$ cat config.mk
export PLATFORM = sky130hd
export DESIGN_NAME = xdemux4_seq_flat
export DESIGN_NICKNAME = d
export VERILOG_FILES = /design/src/rtl/xdemux4_seq_if.sv /design/src/rtl/xdemux4_seq.sv /design/src/flat_wrapper.sv
export SDC_FILE = /design/constraint.sdc
export NUM_CORES = 1
export LEC_CHECK = 0
export ABC_AREA = 1
export CAP_MARGIN = 25
export CORE_MARGIN = 10
export CORE_UTILIZATION = 30
export CTS_CLUSTER_SIZE = 8
export DETAILED_ROUTE_END_ITERATION = 8
export PLACE_DENSITY = 0.62
export SLEW_MARGIN = 20
export SYNTH_ARGS = -nofsm -noshare
export SYNTH_HDL_FRONTEND = slang
export SYNTH_SLANG_ARGS = --single-unit
$ cat constraint.sdc
create_clock -name clk_i -period 8.1 [get_ports clk_i]
set_clock_uncertainty 0.15 [all_clocks]
set_input_delay 1.215 -clock clk_i [delete_from_list [all_inputs] [get_ports clk_i]]
set_output_delay 1.215 -clock clk_i [all_outputs]
set_load 0.02 [all_outputs]
$ cat src/rtl/xdemux4_seq_if.sv
// xdemux4_seq_if: control, configuration and data bundle for the sequenced 1-to-4 demultiplexer
// master: drives running_i, run_i, in0_i, sel_i, mode_i, delay_i, period_i, iter_i
// slave:  drives done_o, out0_o..out3_o, strb_o
interface xdemux4_seq_if #(
   parameter int DATA_W = 32,
   parameter int CNT_W  = 16
);
   logic              running_i;
   logic              run_i;
   logic              done_o;
   logic              mode_i;
   logic [1:0]        sel_i;
   logic [3:0]        strb_o;
   logic [CNT_W-1:0]  delay_i;
   logic [CNT_W-1:0]  period_i;
   logic [CNT_W-1:0]  iter_i;
   logic [DATA_W-1:0] in0_i;
   logic [DATA_W-1:0] out0_o;
   logic [DATA_W-1:0] out1_o;
   logic [DATA_W-1:0] out2_o;
   logic [DATA_W-1:0] out3_o;
   modport master (
      output running_i, run_i, in0_i, sel_i, mode_i, delay_i, period_i, iter_i,
      input  done_o, out0_o, out1_o, out2_o, out3_o, strb_o
   );
   modport slave (
      input  running_i, run_i, in0_i, sel_i, mode_i, delay_i, period_i, iter_i,
      output done_o, out0_o, out1_o, out2_o, out3_o, strb_o
   );
endinterface

$ cat src/rtl/xdemux4_seq.sv
// xdemux4_seq: sequenced 1-to-4 registered demux, static or round-robin steering of one input stream
// clk_i: clock; rst_i: asynchronous active-high reset
// bus (slave): run/running control, sel/mode/delay/period/iter configuration,
//              in0 input stream, out0..out3 registered outputs, one-hot strb, done
module xdemux4_seq #(
   parameter int DATA_W = 32,
   parameter int CNT_W  = 16
) (
   input logic          clk_i,
   input logic          rst_i,
   xdemux4_seq_if.slave bus
);
   typedef enum logic [1:0] {IDLE, DELAY, ACTIVE} state_t;
   localparam logic [CNT_W-1:0] ONE = CNT_W'(1);
   state_t            state;
   state_t            nxt;
   logic [1:0]        cur;
   logic              mode_q;
   logic [CNT_W-1:0]  dcnt;
   logic [CNT_W-1:0]  icnt;
   logic [CNT_W-1:0]  pcnt;
   logic [CNT_W-1:0]  per_q;
   logic [DATA_W-1:0] out_q [4];
   logic [3:0]        strb_q;
   logic              done_q;
   logic              cap;
   logic              wrap;
   // run_i always wins so a restart issued on the last capture keeps the block busy
   always_comb begin
      cap  = state == ACTIVE && bus.running_i;
      wrap = mode_q && pcnt + ONE == per_q;
      nxt  = bus.run_i ? (bus.iter_i == '0 ? IDLE : bus.delay_i != '0 ? DELAY : ACTIVE)
           : state == DELAY && bus.running_i && dcnt == ONE ? ACTIVE
           : cap && icnt == ONE ? IDLE
           : state;
   end
   always_ff @(posedge clk_i or posedge rst_i)
      if (rst_i) state <= IDLE;
      else state <= nxt;
   always_ff @(posedge clk_i or posedge rst_i)
      if (rst_i) begin
         cur    <= '0;
         mode_q <= 1'b0;
         dcnt   <= '0;
         icnt   <= '0;
         pcnt   <= '0;
         per_q  <= '0;
         strb_q <= '0;
         done_q <= 1'b1;
         for (int k = 0; k < 4; k++) out_q[k] <= '0;
      end else begin
         strb_q <= cap ? 4'b0001 << cur : 4'b0000;
         done_q <= nxt == IDLE;
         if (cap) out_q[cur] <= bus.in0_i;
         if (bus.run_i) begin
            cur    <= bus.sel_i;
            mode_q <= bus.mode_i;
            per_q  <= bus.period_i == '0 ? ONE : bus.period_i;
            icnt   <= bus.iter_i;
            pcnt   <= '0;
            dcnt   <= bus.delay_i;
         end else begin
            if (state == DELAY && bus.running_i) dcnt <= dcnt - ONE;
            if (cap) begin
               icnt <= icnt - ONE;
               pcnt <= wrap ? '0 : pcnt + ONE;
               cur  <= cur + (wrap ? 2'd1 : 2'd0);
            end
         end
      end
   assign bus.out0_o = out_q[0];
   assign bus.out1_o = out_q[1];
   assign bus.out2_o = out_q[2];
   assign bus.out3_o = out_q[3];
   assign bus.strb_o = strb_q;
   assign bus.done_o = done_q;
endmodule

$ cat src/flat_wrapper.sv
// flat-port wrapper written by rule: the top's interface ports become plain ports
module xdemux4_seq_flat 
#(
   parameter int DATA_W = 32,
   parameter int CNT_W  = 16
)
  (clk_i, rst_i, bus_running_i, bus_run_i, bus_in0_i, bus_sel_i, bus_mode_i, bus_delay_i, bus_period_i, bus_iter_i, bus_done_o, bus_out0_o, bus_out1_o, bus_out2_o, bus_out3_o, bus_strb_o);
  xdemux4_seq_if #(.DATA_W(DATA_W), .CNT_W(CNT_W)) bus_i ();
  input logic clk_i;
  input logic rst_i;
  input wire logic [$bits(bus_i.running_i)-1:0] bus_running_i;
  input wire logic [$bits(bus_i.run_i)-1:0] bus_run_i;
  input wire logic [$bits(bus_i.in0_i)-1:0] bus_in0_i;
  input wire logic [$bits(bus_i.sel_i)-1:0] bus_sel_i;
  input wire logic [$bits(bus_i.mode_i)-1:0] bus_mode_i;
  input wire logic [$bits(bus_i.delay_i)-1:0] bus_delay_i;
  input wire logic [$bits(bus_i.period_i)-1:0] bus_period_i;
  input wire logic [$bits(bus_i.iter_i)-1:0] bus_iter_i;
  output wire logic [$bits(bus_i.done_o)-1:0] bus_done_o;
  output wire logic [$bits(bus_i.out0_o)-1:0] bus_out0_o;
  output wire logic [$bits(bus_i.out1_o)-1:0] bus_out1_o;
  output wire logic [$bits(bus_i.out2_o)-1:0] bus_out2_o;
  output wire logic [$bits(bus_i.out3_o)-1:0] bus_out3_o;
  output wire logic [$bits(bus_i.strb_o)-1:0] bus_strb_o;
  assign bus_i.running_i = bus_running_i;
  assign bus_i.run_i = bus_run_i;
  assign bus_i.in0_i = bus_in0_i;
  assign bus_i.sel_i = bus_sel_i;
  assign bus_i.mode_i = bus_mode_i;
  assign bus_i.delay_i = bus_delay_i;
  assign bus_i.period_i = bus_period_i;
  assign bus_i.iter_i = bus_iter_i;
  assign bus_done_o = bus_i.done_o;
  assign bus_out0_o = bus_i.out0_o;
  assign bus_out1_o = bus_i.out1_o;
  assign bus_out2_o = bus_i.out2_o;
  assign bus_out3_o = bus_i.out3_o;
  assign bus_strb_o = bus_i.strb_o;
  xdemux4_seq #(.DATA_W(DATA_W), .CNT_W(CNT_W)) u_core (.clk_i(clk_i), .rst_i(rst_i), .bus(bus_i));
endmodule
Figure 1. Nets reached from selected ports.
Drawn at 2 px/um.
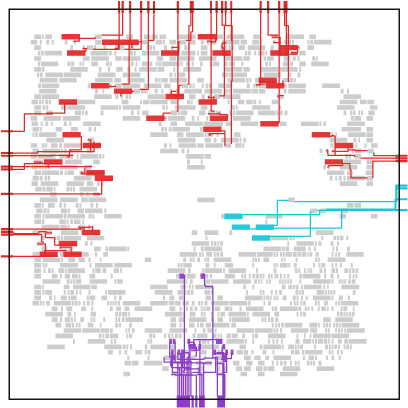
bus_iter_i -> purple  # direction input, edge south, end cells 20, buffers 16, wire 651 um
bus_out0_o -> red  # direction output, edge 19 north, 10 west, 3 east, end cells 32, buffers 32, wire 1470 um
bus_strb_o -> cyan  # direction output, edge east, end cells 4, buffers 4, wire 324 um

Figure 2. Clock routing.
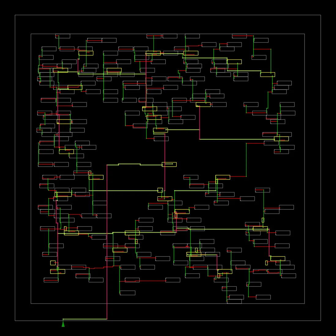
Num CTS Buffers: 29
Power Clock: 1060 uW
Skew-Pair Late Insertion Delay: 0.53 ns
registers: 202
CTS sink cnt: 202

Figure 3. Placement by cell class.
Drawn at 1.5 px/um.
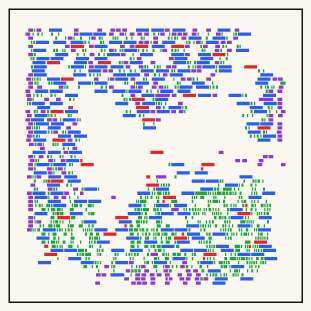
clock drivers and dummy loads -> red  # cells 41
sequential cells -> blue  # cells 202
remaining buffers and delay cells -> purple  # cells 226
combinational and other logic -> green  # cells 822

==> reports/results.ini <==
[sta]
max_slew_margin_pct = 41.5
rsz0062_at_grt = no
drv_slew = 0
final_hold_viol_count = 0

[clock_tree]
cts_resized = 0

[critical_path]
reg2reg_to = u_core.cur[1]
crit_path_end_kind = flip-flop
start_kind = primary input
worst-path-buf-inv = 2
cp.depth = 5
cp_max_fo = 64
crit_end = u_core.bus.out1_o[2]

[drt]
wl_um = 27500
wl_met3_um = 1770
ant_nets = 0
wl_met2_um = 13000
dr.pass1.iters = 5
drt_iter0_drc = 492

[job]
cap_violations = 0

[final_layout]
logic_gate_count = 708
seq_area_sq_um = 5060
final_cells = 1681
stdcell_area_sq_um = 12500
drive_gt1_share_pct = 5.19
n_all_inverters = 114

[die]
n_tap_cell = 390
die_w_um = 194
die_y_um = 194
ioPinCount = 220
initial_core_util_pct = 30.6

[power]
p_leak_uw = 0.00558
p_per_area_nw_per_um2 = 183
ir_drop_mv = 0.121

[placed_design]
port_buffers = 219
dp_hpwl_um = 19300
place.gp.congestion = 0.814
place_inst = 1637
placed_area_sq_um = 11700

[global_routing]
grt_use_met1_pct = 17.8
use_met3_pct = 4.06
gr-usage-all-layers_pct = 14.1

[synthesis]
top_cell = nand2_1
synthXorXnorAreaFrac_pct = 2.75
ys_chip_area_sq_um = 9110
synth.comb.largest_family = simple AND/OR/NAND/NOR gates
synthFlopType = dfrtp_1

[hold_path]
hold_path_end = u_core.bus.out3_o[17]

[run_status]
status = complete, no violations

## placed cells by master (no fill, tap or decap), types with 3 or more instances in the layout
cell               n
xor2_1            20
nand4_1           13
nor2_2             6
a21oi_1           15
o311ai_0           3
o21bai_1           3
xnor2_1            6
inv_1            107
o211ai_1          10
ha_1               6
o21ai_0          148
nor2_1            58
nand2_2            7
nand2_1          309
dfrtp_1          201
nor4_1            10
nor3_1            14
nor2_4             3
o22ai_1            3
clkdlybuf4s50_1  218
o221ai_1          17
clkbuf_1          10
clkbuf_16         29
nand3_1           46
## power breakdown
part | total, uW | switching [uW] | internal (uW) | leakage [uW]
sequential | 1060 | 22.3 | 1040 | 0.00272
combinational | 177 | 99.1 | 78.0 | 0.00249
clock | 1060 | 420 | 642 | 0.000378
No activity file was given, so power comes from the tool's default toggle rates.
